### A small window of the routed layout, run 1

The bar under the picture is 10 um long. Region (28, 12) to (53, 37) um. Cells in grey, sequential cells in the stronger grey; small squares are vias.
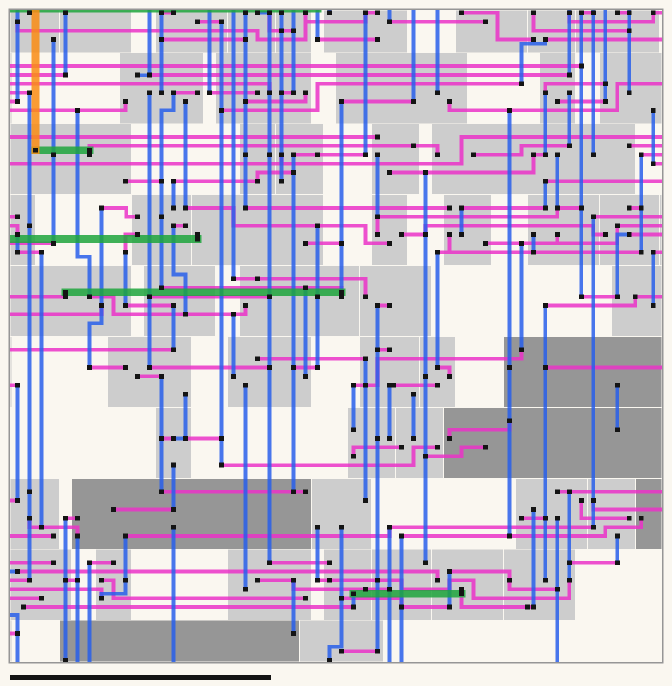
### Routed clock nets over the placement, run 1

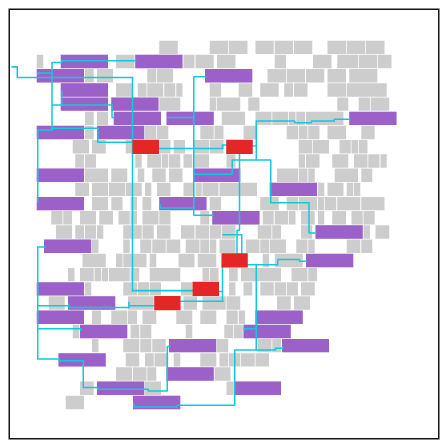
### Gate families picked out, run 1

The bar under the picture is 20 um long.
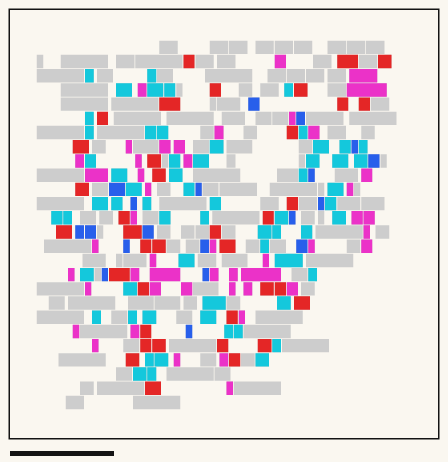
### Routed metal per tile, run 1

The die is cut into 16 by 16 equal tiles; black is low, pale yellow is high, scaled to the fullest tile. Values are wire area over tile area, all layers added.
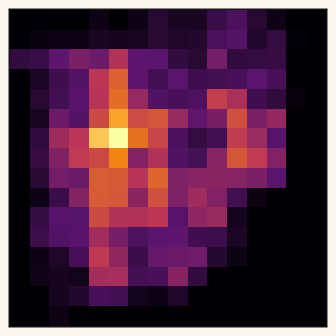
==> src/rtl/clap_toggle_light_pkg.sv <==
// Shared definitions for the clap toggle light: state encoding, default
// thresholds and the width helpers used to size counters.
package clap_toggle_light_pkg;

  localparam logic [1:0] ST_IDLE    = 2'd0;
  localparam logic [1:0] ST_ARMED   = 2'd1;
  localparam logic [1:0] ST_LOCKOUT = 2'd2;

  // GAP_MAX tracks the upstream detector's sample threshold.
  localparam int unsigned CLAPS_SAMPLE_THRESHOLD = 40;
  localparam int unsigned DEF_CLAPS_OUT_WIDTH    = 16;
  localparam int unsigned DEF_CLAPS_REQUIRED     = 2;
  localparam int unsigned DEF_GAP_MIN            = 4;
  localparam int unsigned DEF_GAP_MAX            = CLAPS_SAMPLE_THRESHOLD;
  localparam int unsigned DEF_ARM_TIMEOUT        = 50000000;
  localparam int unsigned DEF_LOCKOUT_CYCLES     = 25000000;

  // Bits needed to hold the value itself, so a counter can hold its full load value.
  function automatic int clogb2(input int unsigned value);
    int result;
    result = 1;
    for (int i = 0; i < 32; i++) begin
      if ((value >> i) != 0) begin
        result = i + 1;
      end
    end
    return result;
  endfunction

  function automatic int unsigned max_u(input int unsigned a, input int unsigned b);
    return (a > b) ? a : b;
  endfunction

endpackage

==> src/rtl/clap_toggle_light_cycle_timer.sv <==
// Loadable down-counter; expired_o flags the decrement that takes the count to zero.
module cycle_timer #(
  parameter int WIDTH = 8
) (
  input  logic             clock,
  input  logic             nreset,
  input  logic             load_i,
  input  logic [WIDTH-1:0] load_value_i,
  input  logic             dec_i,
  output logic             expired_o
);

  logic [WIDTH-1:0] value_q;
  logic [WIDTH-1:0] value_d;

  always_comb begin
    value_d = value_q;
    if (load_i) begin
      value_d = load_value_i;
    end else if (dec_i && (value_q != '0)) begin
      value_d = value_q - WIDTH'(1);
    end
  end

  always_ff @(posedge clock or negedge nreset) begin
    if (!nreset) begin
      value_q <= '0;
    end else begin
      value_q <= value_d;
    end
  end

  assign expired_o = dec_i && !load_i && (value_q <= WIDTH'(1));

endmodule

==> src/rtl/clap_toggle_light.sv <==
// Counts correctly spaced claps and toggles the light once a full sequence
// arrives, then ignores claps for a lockout period.
module clap_toggle_light
  import clap_toggle_light_pkg::*;
#(
  parameter int unsigned CLAPS_OUT_WIDTH = DEF_CLAPS_OUT_WIDTH,
  parameter int unsigned CLAPS_REQUIRED  = DEF_CLAPS_REQUIRED,
  parameter int unsigned GAP_MIN         = DEF_GAP_MIN,
  parameter int unsigned GAP_MAX         = DEF_GAP_MAX,
  parameter int unsigned ARM_TIMEOUT     = DEF_ARM_TIMEOUT,
  parameter int unsigned LOCKOUT_CYCLES  = DEF_LOCKOUT_CYCLES,
  parameter bit          INITIAL_STATE   = 1'b0
) (
  input  logic                              clock,
  input  logic                              nreset,
  input  logic [CLAPS_OUT_WIDTH-1:0]        claps_data,
  input  logic                              claps_valid,
  output logic                              claps_ready,
  output logic                              toglite_state,
  output logic                              toggle_pulse,
  output logic [clogb2(CLAPS_REQUIRED):0]   clap_count
);

  localparam int COUNT_W = clogb2(CLAPS_REQUIRED) + 1;
  localparam int TIMER_W = clogb2(max_u(ARM_TIMEOUT, LOCKOUT_CYCLES));

  localparam logic [CLAPS_OUT_WIDTH-1:0] GAP_MIN_V   = CLAPS_OUT_WIDTH'(GAP_MIN);
  localparam logic [CLAPS_OUT_WIDTH-1:0] GAP_MAX_V   = CLAPS_OUT_WIDTH'(GAP_MAX);
  localparam logic [COUNT_W-1:0]         REQUIRED_V  = COUNT_W'(CLAPS_REQUIRED);
  localparam logic [TIMER_W-1:0]         ARM_LOAD    = TIMER_W'(ARM_TIMEOUT);
  localparam logic [TIMER_W-1:0]         LOCKOUT_LOAD = TIMER_W'(LOCKOUT_CYCLES);

  logic [1:0]         state_q, state_d;
  logic [COUNT_W-1:0] clapCount_q, clapCount_d;
  logic               lightState_q, lightState_d;
  logic               togglePulse_q, togglePulse_d;
  logic               ready_q;

  logic               beat;
  logic               doToggle;
  logic [COUNT_W-1:0] countInc;
  logic               timerLoad;
  logic [TIMER_W-1:0] timerLoadValue;
  logic               timerDec;
  logic               timerExpired;

  assign beat     = claps_valid && ready_q;
  assign countInc = clapCount_q + COUNT_W'(1);

  cycle_timer #(
    .WIDTH(TIMER_W)
  ) u_timer (
    .clock        (clock),
    .nreset       (nreset),
    .load_i       (timerLoad),
    .load_value_i (timerLoadValue),
    .dec_i        (timerDec),
    .expired_o    (timerExpired)
  );

  // A beat in ARMED takes priority over a coincident timeout; in LOCKOUT it is simply dropped.
  always_comb begin
    state_d        = state_q;
    clapCount_d    = clapCount_q;
    lightState_d   = lightState_q;
    togglePulse_d  = 1'b0;
    timerLoad      = 1'b0;
    timerLoadValue = ARM_LOAD;
    timerDec       = 1'b0;
    doToggle       = 1'b0;

    case (state_q)
      ST_IDLE: begin
        if (beat) begin
          if (CLAPS_REQUIRED <= 1) begin
            doToggle = 1'b1;
          end else begin
            clapCount_d = COUNT_W'(1);
            timerLoad   = 1'b1;
            state_d     = ST_ARMED;
          end
        end
      end

      ST_ARMED: begin
        if (beat) begin
          if (claps_data < GAP_MIN_V) begin
            clapCount_d = clapCount_q;
          end else if (claps_data <= GAP_MAX_V) begin
            if (countInc >= REQUIRED_V) begin
              doToggle = 1'b1;
            end else begin
              clapCount_d = countInc;
              timerLoad   = 1'b1;
            end
          end else begin
            clapCount_d = COUNT_W'(1);
            timerLoad   = 1'b1;
          end
        end else begin
          timerDec = 1'b1;
          if (timerExpired) begin
            clapCount_d = '0;
            state_d     = ST_IDLE;
          end
        end
      end

      ST_LOCKOUT: begin
        timerDec = 1'b1;
        if (timerExpired) begin
          state_d = ST_IDLE;
        end
      end

      default: begin
        clapCount_d = '0;
        state_d     = ST_IDLE;
      end
    endcase

    if (doToggle) begin
      lightState_d   = ~lightState_q;
      togglePulse_d  = 1'b1;
      clapCount_d    = '0;
      timerLoad      = 1'b1;
      timerLoadValue = LOCKOUT_LOAD;
      state_d        = ST_LOCKOUT;
    end
  end

  always_ff @(posedge clock or negedge nreset) begin
    if (!nreset) begin
      state_q       <= ST_IDLE;
      clapCount_q   <= '0;
      lightState_q  <= INITIAL_STATE;
      togglePulse_q <= 1'b0;
      ready_q       <= 1'b0;
    end else begin
      state_q       <= state_d;
      clapCount_q   <= clapCount_d;
      lightState_q  <= lightState_d;
      togglePulse_q <= togglePulse_d;
      ready_q       <= 1'b1;
    end
  end

  assign claps_ready   = ready_q;
  assign toglite_state = lightState_q;
  assign toggle_pulse  = togglePulse_q;
  assign clap_count    = clapCount_q;

endmodule

==> config.mk <==
export PLATFORM = sky130hd
export DESIGN_NAME = clap_toggle_light
export DESIGN_NICKNAME = d
export VERILOG_FILES = /design/src/rtl/clap_toggle_light_pkg.sv /design/src/rtl/clap_toggle_light_cycle_timer.sv /design/src/rtl/clap_toggle_light.sv
export SDC_FILE = /design/constraint.sdc
export NUM_CORES = 1
export LEC_CHECK = 0
export CORE_MARGIN = 5
export CORE_UTILIZATION = 45
export DETAILED_ROUTE_END_ITERATION = 6
export GPL_ROUTABILITY_DRIVEN = 1
export PLACE_DENSITY = 0.66
export SYNTH_ARGS = -nofsm -noshare
export SYNTH_HDL_FRONTEND = slang
export SYNTH_SLANG_ARGS = --single-unit
==> constraint.sdc <==
create_clock -name clock -period 2.7 [get_ports clock]
set_input_delay 0.54 -clock clock [delete_from_list [all_inputs] [get_ports clock]]
set_output_delay 0.54 -clock clock [all_outputs]
set_load 0.01 [all_outputs]
==> summary.rpt, run 1 <==
FLOW METRICS REPORT
----------------------------------------------------
[Final timing]
  Final worst-path cycle share ........................ 92.60%
  Final setup TNS ........................ 0 ns
  Worst-case setup margin in the final layout ........................ 0.1999 ns
  Final period demand of the worst path ........................ 2.500 ns
  Relative slew slack ........................ 59.29%
  Transition time at the pin with the least slew margin ........................ 0.6107 ns
  Final number of hold-violating endpoints ........................ 0
  Finish-stage setup viols ........................ 0
  Final-report max-slew violation count ........................ 0
  Maximum clock rate ........................ 0.4000 GHz
  Unrepaired setup endpoints after global routing ........................ false

[Setup path]
  Arrival time reported for the critical path endpoint ........................ 2.68 ns
  Family of cells with the greatest summed delay on the critical path ........................ simple AND/OR/NAND/NOR gates
  Launching element type of the critical path ........................ input port
  Register-to-register setup slack ........................ 0.36 ns
  Setup crit end kind ........................ flop
  Worst path max stage delay ........................ 0.61 ns
  Buf/Inv on CP ........................ 1
  Cell depth of the worst setup path ........................ 6
  Class of the most critical setup path ........................ in2reg
  Path depth of the worst reg2reg path ........................ 7
  CP Max Fanout ........................ 7
  Required time of the critical path ........................ 2.88 ns
  Critical register-to-register path startpoint ........................ state_q[1]
  Critical Path Slowest Stage Cell ........................ sky130_fd_sc_hd__or4_1
  Cell Chain, Critical Path ........................ clkdlybuf4s50_1 -> or4_1 -> nor4b_2 -> and3_1 -> o22ai_1 -> a22o_1
  Crit path from ........................ claps_data[15]
  Worst Setup EP ........................ u_timer.value_q[15]
  Capturing point of the worst reg2reg path ........................ u_timer.value_q[3]

[Clock tree]
  Worst-path clk slew ........................ 0.08 ns
  TritonCTS clock tree ........................ built
  Clock H-tree levels ........................ 2
  Buffers inserted during post-CTS setup optimization ........................ 0
  Hold buffers post-CTS ........................ 0
  CTS Root Buffer Type ........................ sky130_fd_sc_hd__clkbuf_8
  Clock net sink count ........................ 34
  Number of clock buffers inserted by TritonCTS ........................ 5
  Resized Gates After CTS ........................ 0
  Buffers from clock root to sink, at most ........................ 2

[Place]
  Port Buffer Count ........................ 24
  Pre-CTS setup slack ........................ -0.08640 ns
  Placer congestion estimate ........................ 0.9083
  DP Cell Count ........................ 356
  DPL Wire Length ........................ 4558 um

[Power and ir drop]
  Maximum vdd drop ........................ 500.5 uV
  Leakage power summed over all cells ........................ 0.001128 uW

[Logic synthesis]
  Average size of a mapped cell ........................ 9.282 sq um
  Ys flop type ........................ sky130_fd_sc_hd__dfrtp_1
  Number of cells in the yosys synthesis report ........................ 251
  Fraction of registers with async set/reset ........................ 100.0%
  Registers, synthesis ........................ 34
  Count of synthesis-stage warnings from yosys ........................ 0
  Seq share, synth ........................ 36.52%
  Count of library flops with an enable pin ........................ 0
  Number of different library cells in the post-synthesis netlist ........................ 64
  Summed standard-cell area reported by yosys ........................ 0.002330 sq mm
  Synthesized cell area ........................ 0.002330 sq mm
  Total nets after synthesis ........................ 277
  Gate count of the mapped netlist ........................ 251

[Global route]
  Initial antenna violation count ........................ 0
  Via count of the first global-routing pass ........................ 2059
  Remaining global-route overflow ........................ 0
  Global-route wire length before repair ........................ 9901 um
  Pin count of the biggest net entering global routing ........................ 35

[Cells and area]
  Synthesis-to-finish area growth ........................ 23.09%
  Most common cell after layout, fill and taps aside ........................ sky130_fd_sc_hd__dfrtp_1
  Fill cells ........................ 459
  Register area ........................ 850.8 sq um
  Count of antenna diodes in the layout ........................ 0
  Combined area of the multi-input logic cells ........................ 0.001370 sq mm
  Most frequent cells in the layout ........................ sky130_fd_sc_hd__dfrtp_1, sky130_fd_sc_hd__clkdlybuf4s50_1, sky130_fd_sc_hd__nor2_1
  Post-Route Utilization ........................ 56.51%
  Finished Layout Cells ........................ 364
  Share of final-layout standard cells stronger than drive strength 1 ........................ 17.35%

[Flow run]
  Maximum Capacitance Violations ........................ 0
  Number of warnings the tools reported ........................ 30

[Drt]
  Detailed Route Iter0 Violations ........................ 142
  # DRC ........................ 0
  Detailed-router iteration count before antenna repair ........................ 4
  Count of antenna-violating nets left after detailed routing ........................ 0
  Drt via density ........................ 5.901

[Floorplanning]
  Starting density of the core ........................ 45.91%
  Row Count ........................ 26
  I/O pin count ........................ 25
  Die width ........................ 81.95 um
  Die height ........................ 81.95 um
  Area of the core region ........................ 0.005075 sq mm

[Worst hold path]
  Hold WC Path Type ........................ reg2reg
  Worst Hold Path Cells ........................ 1

[Status]
  Outcome ........................ finished clean

----------------------------------------------------
Notes on 'A small window of the routed layout' above:
- orange: M4
- green: M3
- blue: M2
- magenta: M1
- cells with their middle in the window: 52
- sequential cells in the window: 4
- netlist names of flops here include: u_timer.value_q (4)
- most frequent: buf_4 (6), nor2_1 (5)

Notes on 'Routed clock nets over the placement' above:
- purple: flip-flops (count 34)
- red: clock-net drivers (count 5)
- cyan: clock wires (length 533 um)
- routed clock nets: 6
clock network power: 403 uW
Late-Pin Clk Latency: 0.29 ns
clock network fraction of total power: 20.5%
largest clock skew in the final design: 0.007810 ns

Notes on 'Gate families picked out' above:
- magenta: nor cells (cells 47)
- red: and/or cells (cells 37)
- blue: nand cells (cells 19)
- cyan: aoi and oai cells (cells 61)

Notes on 'Routed metal per tile' above:
- nearly empty tiles: 31%
- emptiest ninth of the die: south-east
- fullest tile: 0.72
- tiles over half the peak: 10%
- densest ninth of the die: centre
DRT Wirelength: 6036 um
Avg WL per Cell: 16.58 um
GRT Resource Usage Total: 19.21%
Via Count: 2148

## run 1: registers in the layout (all words and copies together), names as in the netlist
name / cells
clap_count: 3
claps_ready: 1
u_timer.value_q: 26
toggle_pulse: 1
state_q: 2
toglite_state: 1
## run 1: stage by stage
stage | total power (uW) | hold slack, ns | cell area (sq um)
floorplan | 1294 | 0.2444 | 2330
global placement | 1543 | 0.4599 | 2773
detailed placement | 1550 | 0.4639 | 2773
CTS | 1963 | 0.4781 | 2868
global route | 2094 | 0.4986 | 2868
finish | 1961 | 0.4763 | 2868
## run 1: power breakdown
group          leakage (uW)  switching [uW]  total [uW]  internal [uW]
clock network     0.0000472             198         403            205
logic              0.000676             488         864            376
registers          0.000405             105         694            590
## run 1: worst min-delay path by stage
stage                  start            end  slack [ns]
2_1_floorplan         nreset  clap_count[0]        0.24
6_report       toglite_state  toglite_state        0.48
4_1_cts        toglite_state  toglite_state        0.48
5_1_grt        toglite_state  toglite_state        0.50
3_3_place_gp   toglite_state  toglite_state        0.46
3_5_place_dp   toglite_state  toglite_state        0.46
## run 1: synth_stat cells (all sizes together) (3+ instances only)
| cell type | n | share of area, % |
|---|---|---|
| o31ai | 5 | 1.6 |
| and3 | 6 | 1.6 |
| nor3 | 11 | 2.8 |
| a21oi | 9 | 1.9 |
| dfrtp | 34 | 37 |
| o21ai | 13 | 3.0 |
| or2 | 4 | 1.1 |
| or3 | 6 | 1.7 |
| nor4 | 13 | 5.0 |
| a31oi | 6 | 1.6 |
| o2bb2ai | 3 | 1.1 |
| nand4 | 3 | 0.81 |
| or4 | 13 | 4.7 |
| and2 | 3 | 0.81 |
| o22ai | 7 | 1.9 |
| ha | 7 | 3.8 |
| clkbuf | 4 | 1.1 |
| nand3 | 3 | 0.64 |
| o21a | 3 | 0.97 |
| a211oi | 6 | 2.1 |
| xnor2 | 10 | 3.8 |
| and4 | 3 | 1.2 |
| nor2 | 21 | 3.4 |
| inv | 11 | 1.8 |
| nand2 | 10 | 1.6 |
| buf | 6 | 1.8 |
| a2111oi | 3 | 1.4 |
## run 1: layout make-up
type	instances	area share [%]
multi-input cells	196	47.77
inverters	11	1.440
repair buffers	45	14.75
clock buffers	6	2.880
well taps	70	3.054
flip-flops and latches	34	29.67
clock inverters	2	0.4363
## run 1: logic make-up (layout without fill, tap and decap cells)
logic type                 after synthesis  count (layout)  share of synthesized area [%]
DFF                                     34              34                          36.52
muxes                                    1               1                         0.4833
buffers and inverters                   21              64                          4.672
and+or+nand+nor                        103             103                          27.98
other                                    1               1                         0.1610
adders and majority gates                7               7                          3.759
xor gates and xnor gates                11              11                          4.135
AOI/OAI and AO/OA                       73              73                          22.29
## run 1: routing by layer
layer | wire length (um) | share of wire (%) | track usage (%) | vias to the layer above
met5 | 0 | 0 | 0 | -
met2 | 2952 | 49 | 30.78 | 36
met4 | 137 | 2.3 | 8.804 | 0
met1 | 2766 | 46 | 25.41 | 1048
met3 | 179 | 3.0 | 2.961 | 10
li1 | - | - | - | 1054
==> run 2, diff against run 1 <==
--- a/config.mk
+++ b/config.mk
@@ -9,6 +9,7 @@
 export CORE_UTILIZATION = 45
 export DETAILED_ROUTE_END_ITERATION = 6
 export GPL_ROUTABILITY_DRIVEN = 1
+export MAX_ROUTING_LAYER = met4
 export PLACE_DENSITY = 0.66
 export SYNTH_ARGS = -nofsm -noshare
 export SYNTH_HDL_FRONTEND = slang
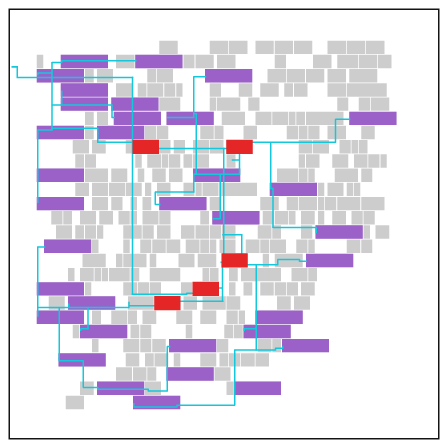
*Routed clock nets over the placement, run 2*
- purple: flip-flops (count 34)
- cyan: clock wires (length 529 um)
- red: clock-net drivers (count 5)
- routed clock nets: 6
largest clock skew in the final design: 0.01141 ns
clock network power: 406 uW
clock network fraction of total power: 20.7%

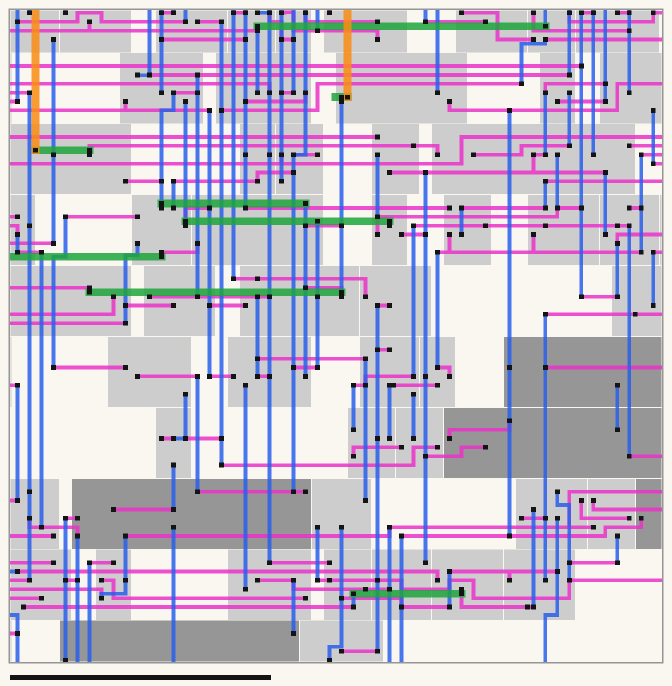
*A small window of the routed layout, run 2*
The bar under the picture is 10 um long. Region (28, 12) to (53, 37) um. Cells in grey, sequential cells in the stronger grey; small squares are vias.
- orange: M4
- magenta: M1
- green: M3
- blue: M2
- netlist names of flops here include: u_timer.value_q (4)
- most frequent: buf_4 (6), nor2_1 (5)
- sequential cells in the window: 4
- cells with their middle in the window: 52

==> run 2 against run 1 <==
  * Register-to-register slack barely moved
  * Die area did not move
  * Fmax rose by 0.53%
  * Largest power group unchanged
==> summary.rpt, run 2 <==
FLOW METRICS REPORT
----------------------------------------------------
[Logic synthesis]
  Count of synthesis-stage warnings from yosys ........................ 0
  Cell with the most instances after synthesis ........................ sky130_fd_sc_hd__dfrtp_1
  Commonest cells in the synthesized netlist ........................ sky130_fd_sc_hd__dfrtp_1, sky130_fd_sc_hd__nor2_1, sky130_fd_sc_hd__inv_1, sky130_fd_sc_hd__o21ai_0
  Seq share, synth ........................ 36.52%
  Number of different library cells in the post-synthesis netlist ........................ 64

[Drt]
  # DRC ........................ 0
  Via Count ........................ 2172
  Drt via density ........................ 5.967
  DRT Wirelength ........................ 6053 um

[Setup path]
  Setup crit end kind ........................ flop
  CP Max Fanout ........................ 7
  Crit path from ........................ claps_data[15]
  Launching element type of the critical path ........................ input port
  Buf/Inv on CP ........................ 1
  Cell depth of the worst setup path ........................ 6
  Critical register-to-register path startpoint ........................ state_q[1]
  Arrival time reported for the critical path endpoint ........................ 2.67 ns

[Power and ir drop]
  Power after layout ........................ 1964 uW
  Maximum vdd drop ........................ 501.5 uV
  Combinational cell fraction of total power ........................ 44.0%

[Status]
  Outcome ........................ finished clean

[Clock tree]
  Clock H-tree levels ........................ 2
  Number of clock buffers inserted by TritonCTS ........................ 5
  Resized Gates After CTS ........................ 0

[Final timing]
  Final period demand of the worst path ........................ 2.487 ns
  Final setup TNS ........................ 0 ns
  Relative slew slack ........................ 59.85%
  Final number of hold-violating endpoints ........................ 0
  Maximum clock rate ........................ 0.4021 GHz

[Floorplanning]
  Die height ........................ 81.95 um
  Area of the core region ........................ 0.005075 sq mm
  I/O pin count ........................ 25
  Row Count ........................ 26

[Cells and area]
  Share of final-layout standard cells stronger than drive strength 1 ........................ 17.35%

[Place]
  Placer congestion estimate ........................ 0.9240
  DPL Wire Length ........................ 4558 um

[Global route]
  Global-route wire length before repair ........................ 9942 um

----------------------------------------------------
run 2: cell counts after synthesis:
No cell type changed its count.
run 2: layout make-up:
cell class,instances,area [sq um]
Sequential cell,34,850.8
Clock buffer,6,82.58
Timing Repair Buffer,45,422.9
Inverter,11,41.29
Multi-Input combinational cell,196,1370
Clock inverter,2,12.51
Fill cell,459,2207
Tap cell,70,87.58
run 2: logic make-up after synthesis:
logic type,share of synthesized area (%)
other cells,0.1610
xor+xnor,4.135
fa+ha+maj,3.759
simple gates,27.98
buf+inv,4.672
compound gates,22.29
mux,0.4833
flops,36.52
run 2: worst min-delay path by stage:
| stage | startpoint | end | slack [ns] | depth (start not counted) |
|---|---|---|---|---|
| 2_1_floorplan | nreset | clap_count[0] | 0.24 | 0 |
| 3_3_place_gp | toglite_state | toglite_state | 0.46 | 1 |
| 3_5_place_dp | toglite_state | toglite_state | 0.46 | 1 |
| 4_1_cts | toglite_state | toglite_state | 0.48 | 1 |
| 5_1_grt | toglite_state | toglite_state | 0.50 | 1 |
| 6_report | toglite_state | toglite_state | 0.48 | 1 |
run 2: per-stage QoR:
step | util (%) | worst slack (ns) | std cells
global route | 56.51 | 0.1109 | 364
finish | 56.51 | 0.2131 | 364
CTS | 56.51 | 0.2202 | 364
floorplan | - | 0.4709 | 251
global placement | 54.64 | -0.04070 | 356
detailed placement | 54.64 | -0.08640 | 356
run 2: power by group through the flow:
stage | Sequential (uW) | Combinational, uW | Clock (uW)
floorplan | 676 | 618 | 0
global placement | 696 | 847 | 0
detailed placement | 698 | 852 | 0
CTS | 691 | 859 | 413
global route | 704 | 955 | 435
finish | 694 | 864 | 406
run 2: per-layer routing:
layer	track usage, %	vias to the layer above	part of all wire, %
met3	2.961	12	3.8
met4	8.804	0	2.7
met1	25.55	1055	45
met5	-	-	0
li1	-	1054	-
met2	30.86	51	49
Power is estimated from default activity; no workload was simulated.
